===== src/rtl/dp_seq_core_if.sv =====
// Data-memory port of dp_seq_core: req/ack handshake.
// The master (core) holds req/we/addr/wdata stable until the slave (RAM) returns ack.
interface dp_seq_core_if #(
  parameter int DATA_W = 32,
  parameter int ADDR_W = 10
);
  logic              mem_req;
  logic              mem_we;
  logic [ADDR_W-1:0] mem_addr;
  logic [DATA_W-1:0] mem_wdata;
  logic              mem_ack;
  logic [DATA_W-1:0] mem_rdata;

  modport master (
    output mem_req, mem_we, mem_addr, mem_wdata,
    input  mem_ack, mem_rdata
  );

  modport slave (
    input  mem_req, mem_we, mem_addr, mem_wdata,
    output mem_ack, mem_rdata
  );
endinterface


===== src/rtl/dp_seq_core.sv =====
// Multi-cycle datapath: register file, ALU, PC unit and a req/ack data-memory port.
// One decoded instruction is accepted per issue handshake (only while IDLE).
// Optional macro DP_DIV_EN enables unsigned divide/modulo on ALU codes 4/5;
// without it those codes behave like any illegal code (all-ones result, err set).
module dp_seq_core #(
  parameter int  DATA_W = 32,
  parameter int  NREGS  = 8,
  parameter int  IMM_W  = 21,
  parameter int  ADDR_W = 10,
  parameter int  PC_W   = 32,
  localparam int RIDX_W = $clog2(NREGS)
) (
  input  logic              clock,
  input  logic              reset,
  input  logic              iss_valid,
  output logic              iss_ready,
  input  logic [4:0]        alucode,
  input  logic [RIDX_W-1:0] op1,
  input  logic [IMM_W-1:0]  op2,
  input  logic              imControl,
  input  logic              flag,
  input  logic              flag1,
  input  logic [3:0]        pcControl,
  input  logic              writecode,
  dp_seq_core_if.master     mem,
  output logic [PC_W-1:0]   PC,
  output logic [DATA_W-1:0] result,
  output logic              done,
  output logic              err
);

  typedef enum logic [2:0] {IDLE, RDA, RDB, EXEC, WRM} state_t;

  state_t state, state_n;

  logic [DATA_W-1:0] regs [NREGS];

  logic [4:0]        alucode_q;
  logic [RIDX_W-1:0] op1_q;
  logic [IMM_W-1:0]  op2_q;
  logic              imm_q, flag_q, flag1_q, wcode_q;
  logic [3:0]        pcc_q;
  logic [DATA_W-1:0] a_mem, b_mem;

  logic [RIDX_W-1:0] srcb, jreg;
  logic              need_b_mem;
  logic [DATA_W-1:0] a_val, b_val, alu_res, towrite;
  logic              alu_bad, pc_bad, taken;
  logic [PC_W-1:0]   pc_next;

  assign srcb       = op2_q[RIDX_W-1:0];
  assign jreg       = op2_q[2*RIDX_W-1:RIDX_W];
  assign need_b_mem = flag1_q && !imm_q;
  assign a_val      = flag_q ? a_mem : regs[op1_q];
  assign b_val      = imm_q ? {{(DATA_W-IMM_W){op2_q[IMM_W-1]}}, op2_q}
                            : (flag1_q ? b_mem : regs[srcb]);
  // In WRM the ALU result has already been registered, so the write-back value comes from it.
  assign towrite    = wcode_q ? b_val : ((state == WRM) ? result : alu_res);

  // ALU: unsigned wrapping arithmetic; unknown codes flag an error and return all-ones
  always_comb begin
    alu_res = '0;
    alu_bad = 1'b0;
    case (alucode_q)
      5'd0:  alu_res = a_val;
      5'd1:  alu_res = a_val + b_val;
      5'd2:  alu_res = a_val - b_val;
      5'd3:  alu_res = a_val * b_val;
`ifdef DP_DIV_EN
      5'd4: begin
        if (b_val == '0) begin
          alu_res = '1;
          alu_bad = 1'b1;
        end else begin
          alu_res = a_val / b_val;
        end
      end
      5'd5: begin
        if (b_val == '0) begin
          alu_res = '1;
          alu_bad = 1'b1;
        end else begin
          alu_res = a_val % b_val;
        end
      end
`endif
      5'd6:  alu_res = a_val | b_val;
      5'd7:  alu_res = a_val & b_val;
      5'd8:  alu_res = a_val ^ b_val;
      5'd9:  alu_res = ~a_val;
      5'd10: alu_res = a_val >> 1;
      5'd11: alu_res = a_val << 1;
      5'd12: alu_res = $signed(a_val) >>> 1;
      default: begin
        alu_res = '1;
        alu_bad = 1'b1;
      end
    endcase
  end

  // Branch unit: unsigned compares of A/B pick between PC+regs[jreg], PC+1 and hold
  always_comb begin
    taken   = 1'b0;
    pc_bad  = 1'b0;
    pc_next = PC + PC_W'(1);
    case (pcc_q)
      4'd0:    taken = 1'b0;
      4'd1:    taken = (a_val == b_val);
      4'd2:    taken = (a_val <  b_val);
      4'd3:    taken = (a_val >  b_val);
      4'd4:    taken = (a_val != b_val);
      4'd5:    taken = (a_val <= b_val);
      4'd6:    taken = (a_val >= b_val);
      4'd7:    taken = (a_val != '0);
      4'd8:    taken = (a_val == '0);
      4'd9:    taken = 1'b1;
      4'd10:   taken = 1'b0;
      default: pc_bad = 1'b1;
    endcase
    if (taken) begin
      pc_next = PC + PC_W'(regs[jreg]);
    end else if (pcc_q == 4'd10) begin
      pc_next = PC;
    end
  end

  // FSM state register
  always_ff @(posedge clock) begin
    if (reset) begin
      state <= IDLE;
    end else begin
      state <= state_n;
    end
  end

  // FSM next state plus issue-ready and memory request outputs
  always_comb begin
    state_n       = state;
    iss_ready     = 1'b0;
    mem.mem_req   = 1'b0;
    mem.mem_we    = 1'b0;
    mem.mem_addr  = '0;
    mem.mem_wdata = '0;
    case (state)
      IDLE: begin
        iss_ready = 1'b1;
        if (iss_valid) begin
          if (flag)                   state_n = RDA;
          else if (flag1 && !imControl) state_n = RDB;
          else                        state_n = EXEC;
        end
      end
      RDA: begin
        mem.mem_req  = 1'b1;
        mem.mem_addr = regs[op1_q][ADDR_W-1:0];
        if (mem.mem_ack) state_n = need_b_mem ? RDB : EXEC;
      end
      RDB: begin
        mem.mem_req  = 1'b1;
        mem.mem_addr = regs[srcb][ADDR_W-1:0];
        if (mem.mem_ack) state_n = EXEC;
      end
      EXEC: begin
        state_n = flag_q ? WRM : IDLE;
      end
      WRM: begin
        mem.mem_req   = 1'b1;
        mem.mem_we    = 1'b1;
        mem.mem_addr  = regs[op1_q][ADDR_W-1:0];
        mem.mem_wdata = towrite;
        if (mem.mem_ack) state_n = IDLE;
      end
      default: state_n = IDLE;
    endcase
  end

  // Datapath state: field capture, memory operand latches, execute/retire updates
  always_ff @(posedge clock) begin
    if (reset) begin
      PC        <= '0;
      result    <= '0;
      done      <= 1'b0;
      err       <= 1'b0;
      alucode_q <= '0;
      op1_q     <= '0;
      op2_q     <= '0;
      imm_q     <= 1'b0;
      flag_q    <= 1'b0;
      flag1_q   <= 1'b0;
      wcode_q   <= 1'b0;
      pcc_q     <= '0;
      a_mem     <= '0;
      b_mem     <= '0;
      for (int i = 0; i < NREGS; i++) regs[i] <= '0;
    end else begin
      done <= 1'b0;
      case (state)
        IDLE: begin
          if (iss_valid) begin
            alucode_q <= alucode;
            op1_q     <= op1;
            op2_q     <= op2;
            imm_q     <= imControl;
            flag_q    <= flag;
            flag1_q   <= flag1;
            wcode_q   <= writecode;
            pcc_q     <= pcControl;
          end
        end
        RDA: if (mem.mem_ack) a_mem <= mem.mem_rdata;
        RDB: if (mem.mem_ack) b_mem <= mem.mem_rdata;
        EXEC: begin
          result <= alu_res;
          PC     <= pc_next;
          if (alu_bad || pc_bad) err <= 1'b1;
          if (!flag_q) begin
            regs[op1_q] <= towrite;
            done        <= 1'b1;
          end
        end
        WRM: if (mem.mem_ack) done <= 1'b1;
        default: ;
      endcase
    end
  end

endmodule


===== src/flat_wrapper.sv =====
// flat-port wrapper written by rule: the top's interface ports become plain ports
module dp_seq_core_flat 
#(
  parameter int  DATA_W = 32,
  parameter int  NREGS  = 8,
  parameter int  IMM_W  = 21,
  parameter int  ADDR_W = 10,
  parameter int  PC_W   = 32,
  localparam int RIDX_W = $clog2(NREGS)
)
  (clock, reset, iss_valid, iss_ready, alucode, op1, op2, imControl, flag, flag1, pcControl, writecode, PC, result, done, err, mem_mem_req, mem_mem_we, mem_mem_addr, mem_mem_wdata, mem_mem_ack, mem_mem_rdata);
  dp_seq_core_if #(.DATA_W(DATA_W), .ADDR_W(ADDR_W)) mem_i ();
  input  logic clock;
  input  logic reset;
  input  logic iss_valid;
  output logic iss_ready;
  input  logic [4:0] alucode;
  input  logic [RIDX_W-1:0] op1;
  input  logic [IMM_W-1:0] op2;
  input  logic imControl;
  input  logic flag;
  input  logic flag1;
  input  logic [3:0] pcControl;
  input  logic writecode;
  output logic [PC_W-1:0] PC;
  output logic [DATA_W-1:0] result;
  output logic done;
  output logic err;
  output wire logic [$bits(mem_i.mem_req)-1:0] mem_mem_req;
  output wire logic [$bits(mem_i.mem_we)-1:0] mem_mem_we;
  output wire logic [$bits(mem_i.mem_addr)-1:0] mem_mem_addr;
  output wire logic [$bits(mem_i.mem_wdata)-1:0] mem_mem_wdata;
  input wire logic [$bits(mem_i.mem_ack)-1:0] mem_mem_ack;
  input wire logic [$bits(mem_i.mem_rdata)-1:0] mem_mem_rdata;
  assign mem_mem_req = mem_i.mem_req;
  assign mem_mem_we = mem_i.mem_we;
  assign mem_mem_addr = mem_i.mem_addr;
  assign mem_mem_wdata = mem_i.mem_wdata;
  assign mem_i.mem_ack = mem_mem_ack;
  assign mem_i.mem_rdata = mem_mem_rdata;
  dp_seq_core #(.DATA_W(DATA_W), .NREGS(NREGS), .IMM_W(IMM_W), .ADDR_W(ADDR_W), .PC_W(PC_W)) u_core (.clock(clock), .reset(reset), .iss_valid(iss_valid), .iss_ready(iss_ready), .alucode(alucode), .op1(op1), .op2(op2), .imControl(imControl), .flag(flag), .flag1(flag1), .pcControl(pcControl), .writecode(writecode), .mem(mem_i), .PC(PC), .result(result), .done(done), .err(err));
endmodule

===== config.mk =====
export PLATFORM = sky130hd
export DESIGN_NAME = dp_seq_core_flat
export DESIGN_NICKNAME = d
export VERILOG_FILES = /design/src/rtl/dp_seq_core_if.sv /design/src/rtl/dp_seq_core.sv /design/src/flat_wrapper.sv
export SDC_FILE = /design/constraint.sdc
export NUM_CORES = 2
export LEC_CHECK = 0
export CAP_MARGIN = 0
export CORE_ASPECT_RATIO = 0.9
export CORE_UTILIZATION = 50
export DETAILED_ROUTE_END_ITERATION = 10
export PLACE_DENSITY_LB_ADDON = 0.2
export SYNTH_ARGS = -nofsm -noshare
export SYNTH_HDL_FRONTEND = slang
export SYNTH_SLANG_ARGS = --single-unit

===== constraint.sdc =====
create_clock -name clock -period 23.9 [get_ports clock]
set_clock_uncertainty 0.1 [all_clocks]
set_input_delay 4.78 -clock clock [delete_from_list [all_inputs] [get_ports clock]]
set_output_delay 4.78 -clock clock [all_outputs]
set_load 0.02 [all_outputs]

Metal 3:
Scale bar: 100 um.
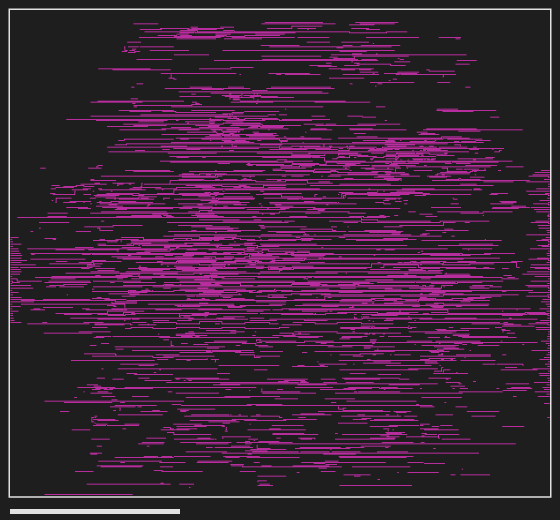
main direction	horizontal
wire length on this layer	30.0 mm
share of all routed wire	16%
nets with wire on the layer	819

Metal 1:
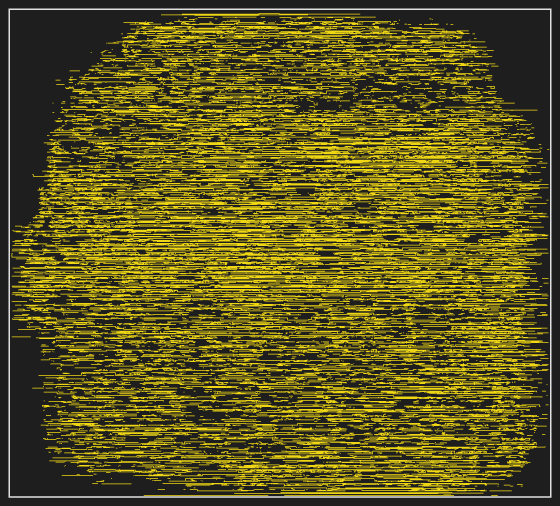
share of all routed wire	39%
longest straight run	120 um
main direction	horizontal

Clock wiring as the flow saved it:
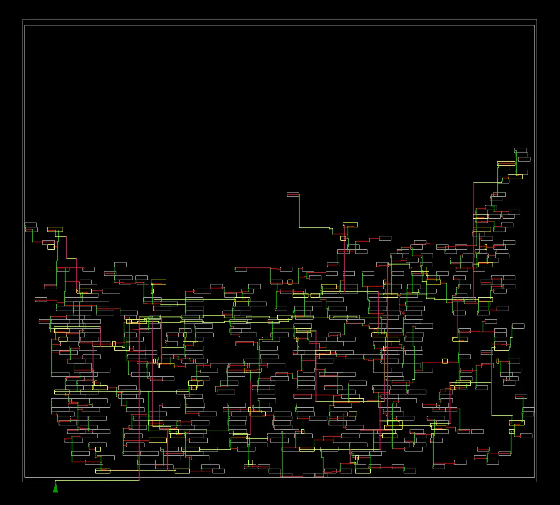
count of clock tree sinks: 435

==> notes.md <==
Physical implementation.

- Per the repair_timing log after CTS, setup buffers inserted total 0.
- The total nets after synthesis is 5669.
- The average wire length per cell after detail routing is slightly below 30 um.
- The run finished with clean final reports.
- The overall fraction of global-route tracks in use is between 30% and 40%.
- The post-route worst setup slack is between 6 and 7 ns.
- After routing the design area is a little under 0.05 mm^2.
- The number of flops mapped to enable cells by yosys is between 200 and 300.
- In the detailed route, the total length drawn on met2 is around 74000 um.
- The post-placement cell area is slightly below 0.05 mm^2.
- The chip area estimate from yosys synthesis is roughly 0.045 mm^2.
- The first global-routing pass estimated 266000 um of wire.
- The DRC violation total left in the routed layout is recorded as 0.
- The number of CTS-inserted buffers is 44.
- Dividing the synthesized area by the synthesized cell count gives roughly 9.1 um^2.
- The maximum number of pins on one net before global-route repair is a little under 80.
- Summing the areas of all and, or, nand and nor instances in the mapped netlist gives between 15 and 20% of the synthesized area.
- Prior to clock tree synthesis, the placed netlist has a worst setup slack of 7.81 ns.
- STA classifies the critical path endpoint as an output pin.
- The startpoint class of the critical path is a flip-flop.
- The clock input transition at the sequential cells of the worst setup and hold paths is around 0.070 ns.
- The worst register-to-register path has a setup slack of ~12 ns.
- Per the OpenROAD floorplan log, the height of the die is ~290 um.
- The number of global-route vias before repair is roughly 38000.
- Detailed-route iteration 0 reported a violation count of between 5000 and 6000.
- After detailed routing, the number of vias per cell comes to between 6 and 7.
- The number of levels in the clock H-tree is 2.
- During placement, the flow inserted port buffers numbering around 180.
- The initial antenna violation count was 5.
- The count of cells resized by post-cts repair is 0.
- Looking at the reg2reg group, the worst path ends at u_core.regs[3][24].
- The final cell count without fillers is 6160.
- The cell depth of the worst hold path is 2.
- In the global route stage, met3 resource usage came out at ~16%.
- In this run the worst setup path terminates at mem_mem_wdata[16].
- The area fraction in full adders, half adders and majority gates is 25.2%.
- The final count of pins violating max slew is 0.
- In the final layout, the fill cell count is roughly 7800.
- Subtracting the final worst setup slack from the clock period gives 17.31 ns.
- Setup repair after global routing left no endpoint under its margin.
- Per the synthesis report, the XOR/XNOR share of the synthesized area is 2.19%.
- The endpoint with the worst hold slack is u_core.b_mem[6].
- According to the finish report, the design has a final net count of approximately 5700.
==> worst max-delay path, delay by kind of cell, from the launching register on <==
| family | cells | cell delay [ns] |
|---|---|---|
| multiplexers | 2 | 0.81 |
| flip-flops | 1 | 0.77 |
| buffers and inverters | 8 | 2.60 |
| XOR/XNOR | 1 | 0.25 |
| adder cells (fa/ha/maj) | 10 | 3.70 |
| AND/OR/NAND/NOR | 5 | 0.77 |
| AND-OR/OR-AND | 7 | 2.84 |
==> area by class of cell <==
class | count | area (um^2) | area share, %
clock buffer | 54 | 1170 | 2.36
multi-input combinational | 3650 | 30600 | 61.7
sequential | 435 | 11300 | 22.8
tap | 1155 | 1450 | 2.91
antenna | 1 | 2.50 | 0.00504
timing repair buffer | 320 | 2860 | 5.77
inverter | 518 | 1940 | 3.92
clock inverter | 27 | 303 | 0.610
